## src/rtl/trap_unit.sv

```systemverilog
// ============================================================================
// Module   : trap_unit
// Purpose  : Machine-mode trap/MRET sequencer with CSR file (mstatus, mie,
//            mtvec, mepc, mcause, mip) and a registered one-cycle redirect.
//            Timer interrupts exist only when TRAP_TIMER_IRQ_EN is defined.
// Revision : 1.0 - initial release
// ============================================================================
`default_nettype none

module trap_unit (
  input  logic        clk,
  input  logic        rst_n,
  input  logic        cm_valid,
  input  logic [31:0] cm_pc,
  input  logic        invalid_instruction,
  input  logic        is_ecall,
  input  logic        is_mret,
  input  logic        ext_irq,
  input  logic        timer_irq,
  input  logic        csr_we,
  input  logic [11:0] csr_addr,
  input  logic [31:0] csr_wdata,
  output logic [31:0] csr_rdata,
  output logic        redirect,
  output logic [31:0] redirect_pc
);

  localparam logic [11:0] ADDR_MSTATUS = 12'h300;
  localparam logic [11:0] ADDR_MIE     = 12'h304;
  localparam logic [11:0] ADDR_MTVEC   = 12'h305;
  localparam logic [11:0] ADDR_MEPC    = 12'h341;
  localparam logic [11:0] ADDR_MCAUSE  = 12'h342;
  localparam logic [11:0] ADDR_MIP     = 12'h344;

  localparam logic [31:0] CAUSE_ILLEGAL = 32'h0000_0002;
  localparam logic [31:0] CAUSE_ECALL   = 32'h0000_000B;
  localparam logic [31:0] CAUSE_EXT     = 32'h8000_000B;
  localparam logic [31:0] CAUSE_TIMER   = 32'h8000_0007;

  typedef enum logic {ST_IDLE = 1'b0, ST_REDIRECT = 1'b1} state_e;

  state_e      state_q, state_d;
  logic        mstatus_mie_q, mstatus_mie_d;
  logic        mstatus_mpie_q, mstatus_mpie_d;
  logic        mie_meie_q, mie_meie_d;
  logic        mie_mtie_q;
  logic [29:0] mtvec_q, mtvec_d;
  logic [29:0] mepc_q, mepc_d;
  logic [31:0] mcause_q, mcause_d;
  logic        redirect_q, redirect_d;
  logic [31:0] redirect_pc_q, redirect_pc_d;

  logic        w_can_event;
  logic        w_ext_pend;
  logic        w_tmr_pend;
  logic        w_trap;
  logic        w_mret;
  logic        w_event;
  logic [31:0] w_cause;
  logic        unused_bits;

`ifdef TRAP_TIMER_IRQ_EN
  logic mie_mtie_d;
  assign w_tmr_pend  = mstatus_mie_q & mie_mtie_q & timer_irq;
  assign unused_bits = ^cm_pc[1:0];
`else
  assign mie_mtie_q  = 1'b0;
  assign w_tmr_pend  = 1'b0;
  assign unused_bits = ^{cm_pc[1:0], timer_irq};
`endif

  // Only a live commit in IDLE can raise an event; the REDIRECT-cycle slot is flushed.
  assign w_can_event = cm_valid & (state_q == ST_IDLE);
  assign w_ext_pend  = mstatus_mie_q & mie_meie_q & ext_irq;
  assign w_trap      = w_can_event & (invalid_instruction | is_ecall | w_ext_pend | w_tmr_pend);
  assign w_mret      = w_can_event & is_mret & ~w_trap;
  assign w_event     = w_trap | w_mret;

  assign w_cause = invalid_instruction ? CAUSE_ILLEGAL :
                   is_ecall            ? CAUSE_ECALL   :
                   w_ext_pend          ? CAUSE_EXT     : CAUSE_TIMER;

  always_comb begin
    csr_rdata = 32'h0;
    case (csr_addr)
      ADDR_MSTATUS: csr_rdata = {24'h0, mstatus_mpie_q, 3'b000, mstatus_mie_q, 3'b000};
      ADDR_MIE:     csr_rdata = {20'h0, mie_meie_q, 3'b000, mie_mtie_q, 7'h00};
      ADDR_MTVEC:   csr_rdata = {mtvec_q, 2'b00};
      ADDR_MEPC:    csr_rdata = {mepc_q, 2'b00};
      ADDR_MCAUSE:  csr_rdata = mcause_q;
`ifdef TRAP_TIMER_IRQ_EN
      ADDR_MIP:     csr_rdata = {20'h0, ext_irq, 3'b000, timer_irq, 7'h00};
`else
      ADDR_MIP:     csr_rdata = {20'h0, ext_irq, 11'h000};
`endif
      default:      csr_rdata = 32'h0;
    endcase
  end

  always_comb begin
    mstatus_mie_d  = mstatus_mie_q;
    mstatus_mpie_d = mstatus_mpie_q;
    mie_meie_d     = mie_meie_q;
`ifdef TRAP_TIMER_IRQ_EN
    mie_mtie_d     = mie_mtie_q;
`endif
    mtvec_d        = mtvec_q;
    mepc_d         = mepc_q;
    mcause_d       = mcause_q;
    state_d        = ST_IDLE;
    redirect_d     = 1'b0;
    redirect_pc_d  = 32'h0;

    // Software writes to mstatus/mepc/mcause lose to a simultaneous trap or MRET.
    if (csr_we) begin
      case (csr_addr)
        ADDR_MSTATUS: if (!w_event) begin
          mstatus_mie_d  = csr_wdata[3];
          mstatus_mpie_d = csr_wdata[7];
        end
        ADDR_MIE: begin
          mie_meie_d = csr_wdata[11];
`ifdef TRAP_TIMER_IRQ_EN
          mie_mtie_d = csr_wdata[7];
`endif
        end
        ADDR_MTVEC:  mtvec_d = csr_wdata[31:2];
        ADDR_MEPC:   if (!w_event) mepc_d = csr_wdata[31:2];
        ADDR_MCAUSE: if (!w_event) mcause_d = csr_wdata;
        default: ;
      endcase
    end

    if (w_trap) begin
      mepc_d         = cm_pc[31:2];
      mcause_d       = w_cause;
      mstatus_mpie_d = mstatus_mie_q;
      mstatus_mie_d  = 1'b0;
      state_d        = ST_REDIRECT;
      redirect_d     = 1'b1;
      redirect_pc_d  = {mtvec_q, 2'b00};
    end else if (w_mret) begin
      mstatus_mie_d  = mstatus_mpie_q;
      mstatus_mpie_d = 1'b1;
      state_d        = ST_REDIRECT;
      redirect_d     = 1'b1;
      redirect_pc_d  = {mepc_q, 2'b00};
    end
  end

  always_ff @(posedge clk or negedge rst_n) begin
    if (!rst_n) begin
      state_q        <= ST_IDLE;
      mstatus_mie_q  <= 1'b0;
      mstatus_mpie_q <= 1'b0;
      mie_meie_q     <= 1'b0;
`ifdef TRAP_TIMER_IRQ_EN
      mie_mtie_q     <= 1'b0;
`endif
      mtvec_q        <= 30'h0;
      mepc_q         <= 30'h0;
      mcause_q       <= 32'h0;
      redirect_q     <= 1'b0;
      redirect_pc_q  <= 32'h0;
    end else begin
      state_q        <= state_d;
      mstatus_mie_q  <= mstatus_mie_d;
      mstatus_mpie_q <= mstatus_mpie_d;
      mie_meie_q     <= mie_meie_d;
`ifdef TRAP_TIMER_IRQ_EN
      mie_mtie_q     <= mie_mtie_d;
`endif
      mtvec_q        <= mtvec_d;
      mepc_q         <= mepc_d;
      mcause_q       <= mcause_d;
      redirect_q     <= redirect_d;
      redirect_pc_q  <= redirect_pc_d;
    end
  end

  assign redirect    = redirect_q;
  assign redirect_pc = redirect_pc_q;

endmodule

`default_nettype wire

```

## config.mk

```make
export PLATFORM = sky130hd
export DESIGN_NAME = trap_unit
export DESIGN_NICKNAME = d
export VERILOG_FILES = /design/src/rtl/trap_unit.sv
export SDC_FILE = /design/constraint.sdc
export NUM_CORES = 1
export LEC_CHECK = 0
export CORE_MARGIN = 3
export CORE_UTILIZATION = 45
export CTS_BUF_LIST = sky130_fd_sc_hd__clkbuf_4 sky130_fd_sc_hd__clkbuf_8
export DETAILED_ROUTE_END_ITERATION = 12
export PLACE_DENSITY = 0.73
export SKIP_LAST_GASP = 1
export SLEW_MARGIN = 20
export SYNTH_ARGS = -nofsm -noshare
export SYNTH_HDL_FRONTEND = slang
export SYNTH_SLANG_ARGS = --single-unit
```

## constraint.sdc

```tcl
create_clock -name clk -period 2.5 [get_ports clk]
set_input_delay 0.5 -clock clk [delete_from_list [all_inputs] [get_ports clk]]
set_output_delay 0.5 -clock clk [all_outputs]
set_load 0.02 [all_outputs]
```

Fig. 1: run 1, track usage over the die
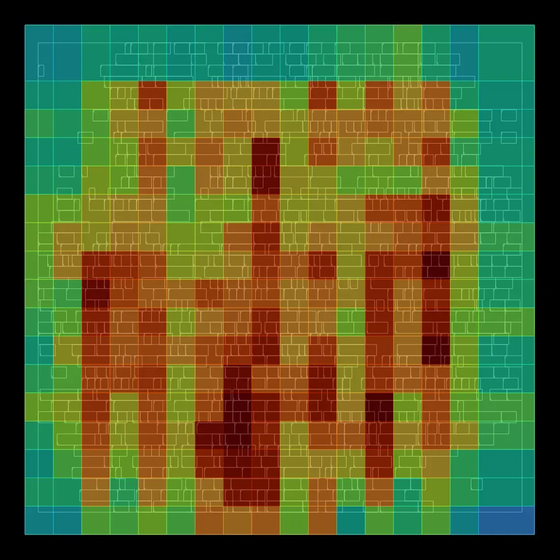
Global Route Usage Sum: 0.2866
fraction of met2 tracks used by global routing: 0.4539

Fig. 2: run 1, logic cells by family
Scale: 4 px per micron.
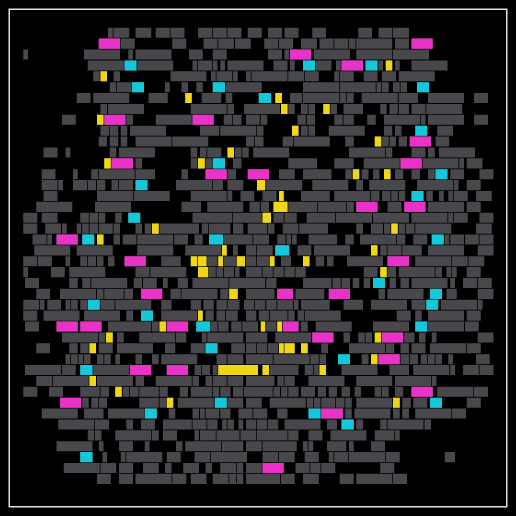
- magenta: mux cells (cells 32; most used mux2_4; where all over the die)
- yellow: nand cells (cells 50; most used nand3_1)
- cyan: non-inverting ao/oa cells (cells 33; most used a22o_1; where all over the die)
most instantiated logic cell after routing: sky130_fd_sc_hd__dfrtp_1
share of the final layout cell area in multi-input gates: 0.3131
final instance count without filler cells: 980

==> summary.json, run 1 <==
{
  "place": {
    "post-place-cells": 935,
    "placedInstanceArea_sq_um": 8278,
    "place.port_buffers": 144,
    "globalplace.congestion": 0.8455,
    "preCtsSetupSlack_ns": -1.009,
    "hpwlAfterDp_microns": 13410
  },
  "yosys": {
    "yosys_stat_area_sq_um": 6267,
    "netlist.top_cell.by_area": "sky130_fd_sc_hd__dfrtp_1",
    "post_synth_edffs": 0,
    "post_synth.cell_area_avg_sq_um": 10.14,
    "ys_seq_frac": 0.5031,
    "yosys.cell_types.count": 45,
    "ys_async_sr_fraction": 1.000,
    "flop_cell": "sky130_fd_sc_hd__dfrtp_1",
    "yosysWarnings": 0,
    "netlist_instances": 618,
    "post_synth_instance_area_sq_um": 6267,
    "ys.flops": 126,
    "post_synth_main_area_contributors": "sky130_fd_sc_hd__dfrtp_1 (50%), sky130_fd_sc_hd__mux2_4 (7.2%), sky130_fd_sc_hd__a21oi_1 (4.6%), sky130_fd_sc_hd__a222oi_1 (4.3%), sky130_fd_sc_hd__a22o_1 (4.2%)",
    "synth.top_cell.area_share": 0.5031,
    "synth_stat.cells": 618
  },
  "setup_path": {
    "critPathMostFrequentCell": "sky130_fd_sc_hd__buf_6",
    "cp_cell_sequence": "buf_6, buf_6, nor4bb_4, buf_4, and3_4, buf_8, a221o_1, buf_6",
    "cp.required_ns": 2.00,
    "worstSetupStartpointType": "primary input",
    "critPathSlowestCell": "sky130_fd_sc_hd__nor4bb_4",
    "cp-end-kind": "primary output",
    "worst_ep_arrival_time_ns": 2.09,
    "worst_setup_path_type": "primary input to primary output",
    "worst_path_largest_cell_delay_ns": 0.39,
    "worstPathMaxFanout": 11
  },
  "min_path": {
    "hold_class": "primary input to async pin"
  },
  "die": {
    "chip_area_sq_um": 15380,
    "area_of_the_core_region_sq_um": 13450,
    "die_x_microns": 124.0,
    "total_number_of_placement_rows": 42,
    "chipHeight_microns": 124.0,
    "floorplan.io_pins": 150,
    "fp-utilization": 0.4659
  },
  "routing": {
    "avgViaCountPerCell": 6.221,
    "first_iter_violations": 968,
    "detailedRoute.firstPassIterationCount": 6,
    "wl_per_cell_microns": 22.15,
    "route.antenna.remaining_nets": 0,
    "drc": 0
  },
  "final_layout": {
    "utilization": 0.6704,
    "layout-drive-gt1-share": 0.2550,
    "final_net_count": 877,
    "mostFrequentLayoutCells": "sky130_fd_sc_hd__dfrtp_1 (126), sky130_fd_sc_hd__clkdlybuf4s50_1 (99), sky130_fd_sc_hd__a21oi_1 (58)",
    "area.growth.synth_to_final_pct": 43.90,
    "finish.instance_area_sq_um": 9019,
    "antenna-diode-count": 0
  },
  "flow_run": {
    "max_cap_viol_count": 0,
    "tool_warnings": 31
  },
  "cts": {
    "ctsHtreeMaxLevel": 4,
    "path_clk_slew_ns": 0.07,
    "cts_root_buffer": "sky130_fd_sc_hd__clkbuf_8",
    "cts_hold_buffers": 0,
    "cts_tree": "yes",
    "cts.path.max_buffers": 2,
    "cts_inserted_buffers": 17,
    "cts_num_sinks": 126,
    "clock_latency_on_the_worst_skew_pair_ns": 0.44
  },
  "final_timing": {
    "timing.max_slew.rel_slack": 0.5510,
    "maxClockFrequency_mhz": 386.8,
    "final.setup.worst_slack_ns": -0.08554,
    "clock-skew-final_ns": 0.01039,
    "slew_viol_final": 0,
    "rsz0062_at_grt": "yes",
    "holdWs_ns": 0.06525,
    "setup_violations": 23,
    "finalCritPeriodShare": 1.034,
    "least_margin_pin_slew_ns": 0.6735,
    "final_hold_viol_count": 0,
    "timing.setup.tns_ns": -0.7104,
    "finalWorstPathRequiredPeriod_ns": 2.586
  },
  "pwr": {
    "totalPowerFinal_mw": 4.502,
    "cellPowerDensity_nw_per_um2": 499.2,
    "power.ir.vdd_worst_mv": 0.3181,
    "p_leak_nw": 4.268
  },
  "global_route": {
    "grt_pass1_wl_microns": 33360,
    "antenna_violations_before_repair": 0,
    "grt_max_degree": 54,
    "grt_overflow_total": 0,
    "grt_pass1_vias": 6321
  },
  "run_status": {
    "violations_in_the_final_reports": "negative setup slack",
    "result_of_the_run": "finished with violations"
  }
}
Fig. 3: run 1, the metal 1 layer
Scale: 3 px per micron. Supply wires on this layer in grey.
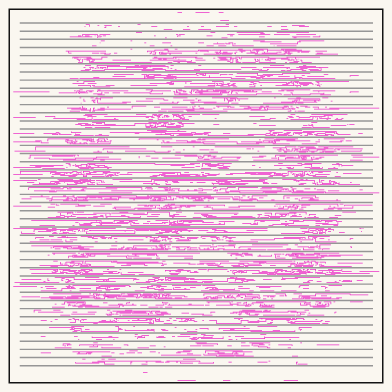
- longest straight run: 46.9 microns
- share of all routed wire: 38%
- main direction: horizontal
- nets with wire on the layer: 785
wire length after detailed routing: 21710 microns
via count: 6097

==> run 1: path summary, 6_finish.rpt <==
| check | start | end | slack (ns) | cells past startpoint |
|---|---|---|---|---|
| worst max-delay path | csr_addr[11] | csr_rdata[7] | -0.09 | 8 |
| worst min-delay path | rst_n | mcause_q[12] | 0.07 | 1 |
| worst max register to register | mstatus_mie_q | mstatus_mpie_q | 0.65 | 4 |
| worst min register to register | mtvec_q[24] | redirect_pc[26] | 0.53 | 1 |
| max in group asynchronous | rst_n | redirect_pc[21] | 1.70 | 2 |
| min in group clk | mtvec_q[24] | redirect_pc[26] | 0.53 | 1 |
==> run 1: routing by layer <==
| layer | vias to the layer above | track usage | part of all wire |
|---|---|---|---|
| met1 | 2977 | 0.3604 | 0.38 |
| met2 | 394 | 0.4539 | 0.49 |
| li1 | 2648 | - | - |
| met4 | 0 | 0.1704 | 0.042 |
| met5 | - | 0 | 0 |
| met3 | 78 | 0.06267 | 0.093 |
==> run 1: sequential cells by signal (all words and copies together), names as in the netlist <==
| signal | cells |
|---|---|
| redirect | 1 |
| mepc_q | 30 |
| mtvec_q | 30 |
| mstatus_mie_q | 1 |
| mie_meie_q | 1 |
| redirect_pc | 30 |
| mcause_q | 32 |
| mstatus_mpie_q | 1 |
==> run 1: repair_timing <==
item | in CTS | in global routing
pin swaps | 14 | 16
buffers inserted | 12 | 3
resized | 273 | 19
setup endpoints to repair | 32 | 32
endpoints found under the hold margin | 0 | 0
cloned | 5 | 1
==> run 1: cell families after synthesis <==
group | synth area share
buf+inv | 0.06947
compound gates | 0.2308
flops | 0.5031
mux | 0.07546
other cells | 0.0005983
simple gates | 0.1206
==> run 1: critical path: cells and delay by family <==
| kind | cells | cell delay (ns) |
|---|---|---|
| buffers and inverters | 5 | 0.72 |
| AND/OR/NAND/NOR | 2 | 0.65 |
| AND-OR/OR-AND | 1 | 0.21 |
==> run 1: power by group <==
group	switching, mW	internal [mW]
combinational	0.313	0.291
sequential	0.0816	2.15
clock	0.775	0.894
==> run 1: final cells by class <==
type,instances,area (sq um)
Inverter,33,123.9
Sequential cell,126,3153
Clock buffer,24,305.3
Clock inverter,7,62.56
Fill cell,1031,4434
Tap cell,176,220.2
Multi-Input combinational cell,396,2824
Timing Repair Buffer,218,2330
==> run 1: synthesized netlist by cell type (3+ instances only) <==
master	number
sky130_fd_sc_hd__buf_6	6
sky130_fd_sc_hd__a22o_1	30
sky130_fd_sc_hd__nand3_1	34
sky130_fd_sc_hd__o21ai_1	30
sky130_fd_sc_hd__and3_1	31
sky130_fd_sc_hd__clkbuf_1	41
sky130_fd_sc_hd__a21oi_1	58
sky130_fd_sc_hd__nand2_1	9
sky130_fd_sc_hd__buf_2	14
sky130_fd_sc_hd__mux2_4	30
sky130_fd_sc_hd__dfrtp_1	126
sky130_fd_sc_hd__a31oi_1	34
sky130_fd_sc_hd__and2_1	3
sky130_fd_sc_hd__nor2_1	35
sky130_fd_sc_hd__o21ai_0	38
sky130_fd_sc_hd__inv_1	33
sky130_fd_sc_hd__a222oi_1	27
==> run 1 -> run 2 <==
--- a/config.mk
+++ b/config.mk
@@ -11,7 +11,6 @@
 export DETAILED_ROUTE_END_ITERATION = 12
 export PLACE_DENSITY = 0.73
 export SKIP_LAST_GASP = 1
-export SLEW_MARGIN = 20
 export SYNTH_ARGS = -nofsm -noshare
 export SYNTH_HDL_FRONTEND = slang
 export SYNTH_SLANG_ARGS = --single-unit
Fig. 4: run 2, the metal 1 layer
Scale: 3 px per micron. Supply wires on this layer in grey.
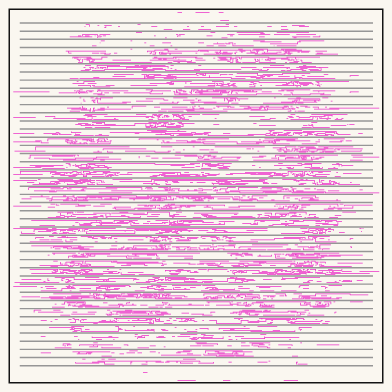
- wire length on this layer: 8160 microns
- longest straight run: 46.9 microns
- main direction: horizontal
- nets with wire on the layer: 785
- share of all routed wire: 38%

Fig. 5: run 2, logic cells by family
Scale: 4 px per micron.
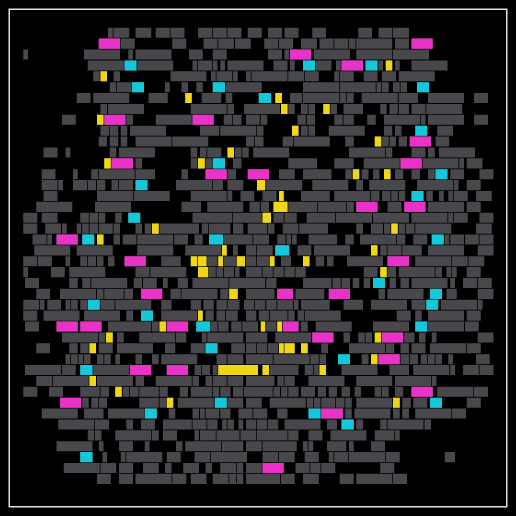
- magenta: mux cells (cells 32; most used mux2_4; where all over the die)
- cyan: non-inverting ao/oa cells (cells 33; most used a22o_1; where all over the die)
- yellow: nand cells (cells 50; most used nand3_1)

Fig. 6: run 2, routed metal, one colour a layer
Scale: 3 px per micron. Only two layers are drawn.
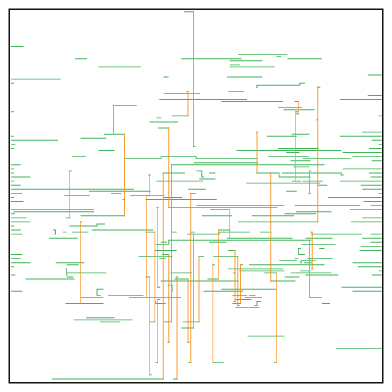
- orange: M4 (wire length 921 microns)
- green: M3 (wire length 2010 microns)
average wire per standard cell: 22.15 microns

==> summary.json, run 2 <==
{
  "run_status": {
    "result_of_the_run": "finished with violations",
    "violations_in_the_final_reports": "negative setup slack"
  },
  "setup_path": {
    "reg2reg_depth": 4,
    "worst_path_largest_cell_delay_ns": 0.39,
    "critPathSlowestCell": "sky130_fd_sc_hd__nor4bb_4",
    "worst_setup_path_type": "primary input to primary output",
    "worstPathMaxFanout": 11,
    "levels_on_crit_path": 8,
    "regToRegStartpoint": "mstatus_mie_q",
    "crit_family": "buffers and inverters",
    "crit_path_start": "csr_addr[11]",
    "cp_cell_sequence": "buf_6, buf_6, nor4bb_4, buf_4, and3_4, buf_8, a221o_1, buf_6",
    "worstSetupStartpointType": "primary input",
    "timing.rr.end": "mstatus_mpie_q",
    "worstSetupEndpoint": "csr_rdata[7]",
    "worst_ep_arrival_time_ns": 2.09,
    "cp.required_ns": 2.00,
    "worstPathBufferInverterCount": 5,
    "cp-end-kind": "primary output",
    "ff2ff_setup_slack_ns": 0.65,
    "critPathMostFrequentCell": "sky130_fd_sc_hd__buf_6"
  },
  "place": {
    "preCtsSetupSlack_ns": -1.009,
    "post-place-cells": 935,
    "globalplace.congestion": 0.8455,
    "hpwlAfterDp_microns": 13410,
    "place.port_buffers": 144
  },
  "final_timing": {
    "final.setup.worst_slack_ns": -0.08554,
    "finalCritPeriodShare": 1.034,
    "rsz0062_at_grt": "yes",
    "setup_violations": 23,
    "slew_viol_final": 0,
    "final_hold_viol_count": 0,
    "timing.max_slew.rel_slack": 0.5510,
    "clock-skew-final_ns": 0.01039,
    "timing.setup.tns_ns": -0.7104,
    "finalWorstPathRequiredPeriod_ns": 2.586,
    "maxClockFrequency_mhz": 386.8,
    "least_margin_pin_slew_ns": 0.6735
  },
  "final_layout": {
    "registers.top_by_ff_count": "mcause_q",
    "layout.filler_cells": 1031,
    "layout-drive-gt1-share": 0.2550,
    "area.growth.synth_to_final_pct": 43.90,
    "final_common_cell": "sky130_fd_sc_hd__dfrtp_1",
    "antenna-diode-count": 0,
    "final-instance-count-excl-fill": 980,
    "final_net_count": 877,
    "mostFrequentLayoutCells": "sky130_fd_sc_hd__dfrtp_1 (126), sky130_fd_sc_hd__clkdlybuf4s50_1 (99), sky130_fd_sc_hd__a21oi_1 (58)",
    "largest_register_ffs": 32,
    "utilization": 0.6704
  },
  "global_route": {
    "grt_max_degree": 54,
    "grt_pass1_vias": 6321,
    "grt_pass1_wl_microns": 33360,
    "globalRouteTotalUtil": 0.2866,
    "antenna_violations_before_repair": 0,
    "grt_overflow_total": 0
  },
  "cts": {
    "cts_tree": "yes",
    "path_clk_slew_ns": 0.07,
    "cts_inserted_buffers": 17,
    "cts.path.max_buffers": 2,
    "ctsHtreeMaxLevel": 4,
    "cts_num_sinks": 126,
    "cts_hold_buffers": 0,
    "clock_latency_on_the_worst_skew_pair_ns": 0.44,
    "cts_root_buffer": "sky130_fd_sc_hd__clkbuf_8"
  },
  "pwr": {
    "power.combinational.fraction": 0.134,
    "power_switching_mw": 1.170,
    "power.ir.vdd_worst_mv": 0.3181,
    "totalPowerFinal_mw": 4.502,
    "switching_share": 0.2600,
    "power.internal_mw": 3.332,
    "cellPowerDensity_nw_per_um2": 499.2,
    "clock_power_share": 0.371,
    "power_frac_seq": 0.495,
    "p_leak_nw": 4.268
  },
  "routing": {
    "route.antenna.remaining_nets": 0,
    "detailedRoute.firstPassIterationCount": 6,
    "drc": 0,
    "route.final.wire_length_microns": 21710,
    "via_count": 6097,
    "avgViaCountPerCell": 6.221,
    "first_iter_violations": 968
  },
  "min_path": {
    "hold_class": "primary input to async pin"
  },
  "die": {
    "fp-utilization": 0.4659,
    "die_x_microns": 124.0,
    "chip_area_sq_um": 15380,
    "chipHeight_microns": 124.0,
    "total_number_of_placement_rows": 42,
    "area_of_the_core_region_sq_um": 13450,
    "floorplan.io_pins": 150
  },
  "yosys": {
    "ys.flops": 126,
    "ys_seq_frac": 0.5031,
    "yosys_stat_area_sq_um": 6267,
    "yosysWarnings": 0,
    "synth_top_cell_by_count": "sky130_fd_sc_hd__dfrtp_1",
    "common_cells": "sky130_fd_sc_hd__dfrtp_1 (126), sky130_fd_sc_hd__a21oi_1 (58), sky130_fd_sc_hd__clkbuf_1 (41)",
    "netlist_instances": 618,
    "ys_sh_simple": 0.1206,
    "yosys.cell_types.count": 45,
    "synth.logic.top_family": "AND-OR/OR-AND gates",
    "flop_cell": "sky130_fd_sc_hd__dfrtp_1",
    "netlist.top_cell.by_area": "sky130_fd_sc_hd__dfrtp_1",
    "post_synth_edffs": 0,
    "post_synth.cell_area_avg_sq_um": 10.14,
    "multiplexer_share_of_the_synthesized_area": 0.07546,
    "post_synth_main_area_contributors": "sky130_fd_sc_hd__dfrtp_1 (50%), sky130_fd_sc_hd__mux2_4 (7.2%), sky130_fd_sc_hd__a21oi_1 (4.6%), sky130_fd_sc_hd__a222oi_1 (4.3%), sky130_fd_sc_hd__a22o_1 (4.2%)",
    "synth.top_cell.area_share": 0.5031,
    "synth-xor-area-share": 0,
    "synth_stat.cells": 618,
    "post_synth_fa_ha_maj_area_fraction": 0,
    "aoi_share": 0.2308,
    "ys_async_sr_fraction": 1.000,
    "post_synth_instance_area_sq_um": 6267
  },
  "flow_run": {
    "max_cap_viol_count": 0,
    "tool_warnings": 31
  }
}
==> run 2: cell counts after synthesis <==
No cell type changed its count.
==> run 2: per-stage QoR <==
step,cell area (sq um),hold WS (ns)
finish,9019,0.06525
global route,9019,0.1040
CTS,9064,0.08791
detailed placement,8278,0.5079
global placement,8278,0.5019
floorplan,6271,0.2044
==> run 2: power by group through the flow <==
stage | Sequential, mW | Combinational (mW) | Clock (mW)
3_3_place_gp | 2.25 | 0.567 | 0
6_report | 2.23 | 0.605 | 1.67
3_5_place_dp | 2.26 | 0.585 | 0
5_1_grt | 2.24 | 0.654 | 1.78
4_1_cts | 2.22 | 0.598 | 1.69
2_1_floorplan | 2.25 | 0.228 | 0
==> run 2: layout make-up <==
type,count,area [sq um],area share
inverter,33,123.9,0.01373
tap,176,220.2,0.02442
clock inverter,7,62.56,0.006937
clock buffer,24,305.3,0.03385
sequential,126,3153,0.3496
timing repair buffer,218,2330,0.2583
multi-input combinational,396,2824,0.3131
==> run 2: how the worst min path moves through the flow <==
| stage | start | endpoint | slack [ns] | depth (start not counted) |
|---|---|---|---|---|
| floorplan | rst_n | mcause_q[0] | 0.20 | 0 |
| global placement | mepc_q[25] | redirect_pc[27] | 0.50 | 1 |
| detailed placement | mtvec_q[12] | redirect_pc[14] | 0.51 | 1 |
| CTS | rst_n | mcause_q[12] | 0.09 | 1 |
| global route | rst_n | mcause_q[12] | 0.10 | 1 |
| finish | rst_n | mcause_q[12] | 0.07 | 1 |
==> run 2: layer usage <==
metal	vias up	wire, microns	global-route usage
met5	-	0	0
met4	0	920	0.1704
met3	78	2013	0.06267
met2	394	10620	0.4539
met1	2977	8157	0.3604
li1	2648	-	-
==> run 2: logic make-up after synthesis <==
| logic type | after synthesis |
|---|---|
| flip-flops | 126 |
| AND/OR/NAND/NOR | 137 |
| multiplexers | 32 |
| other | 1 |
| buffers and inverters | 97 |
| AND-OR/OR-AND | 225 |
==> run 2: repair_timing <==
action	CTS	global route
gates cloned	5	1
pin swaps	14	16
gates resized	273	19
setup endpoints to repair	32	32
setup buffers	12	3
No activity file was given, so power comes from the tool's default toggle rates.
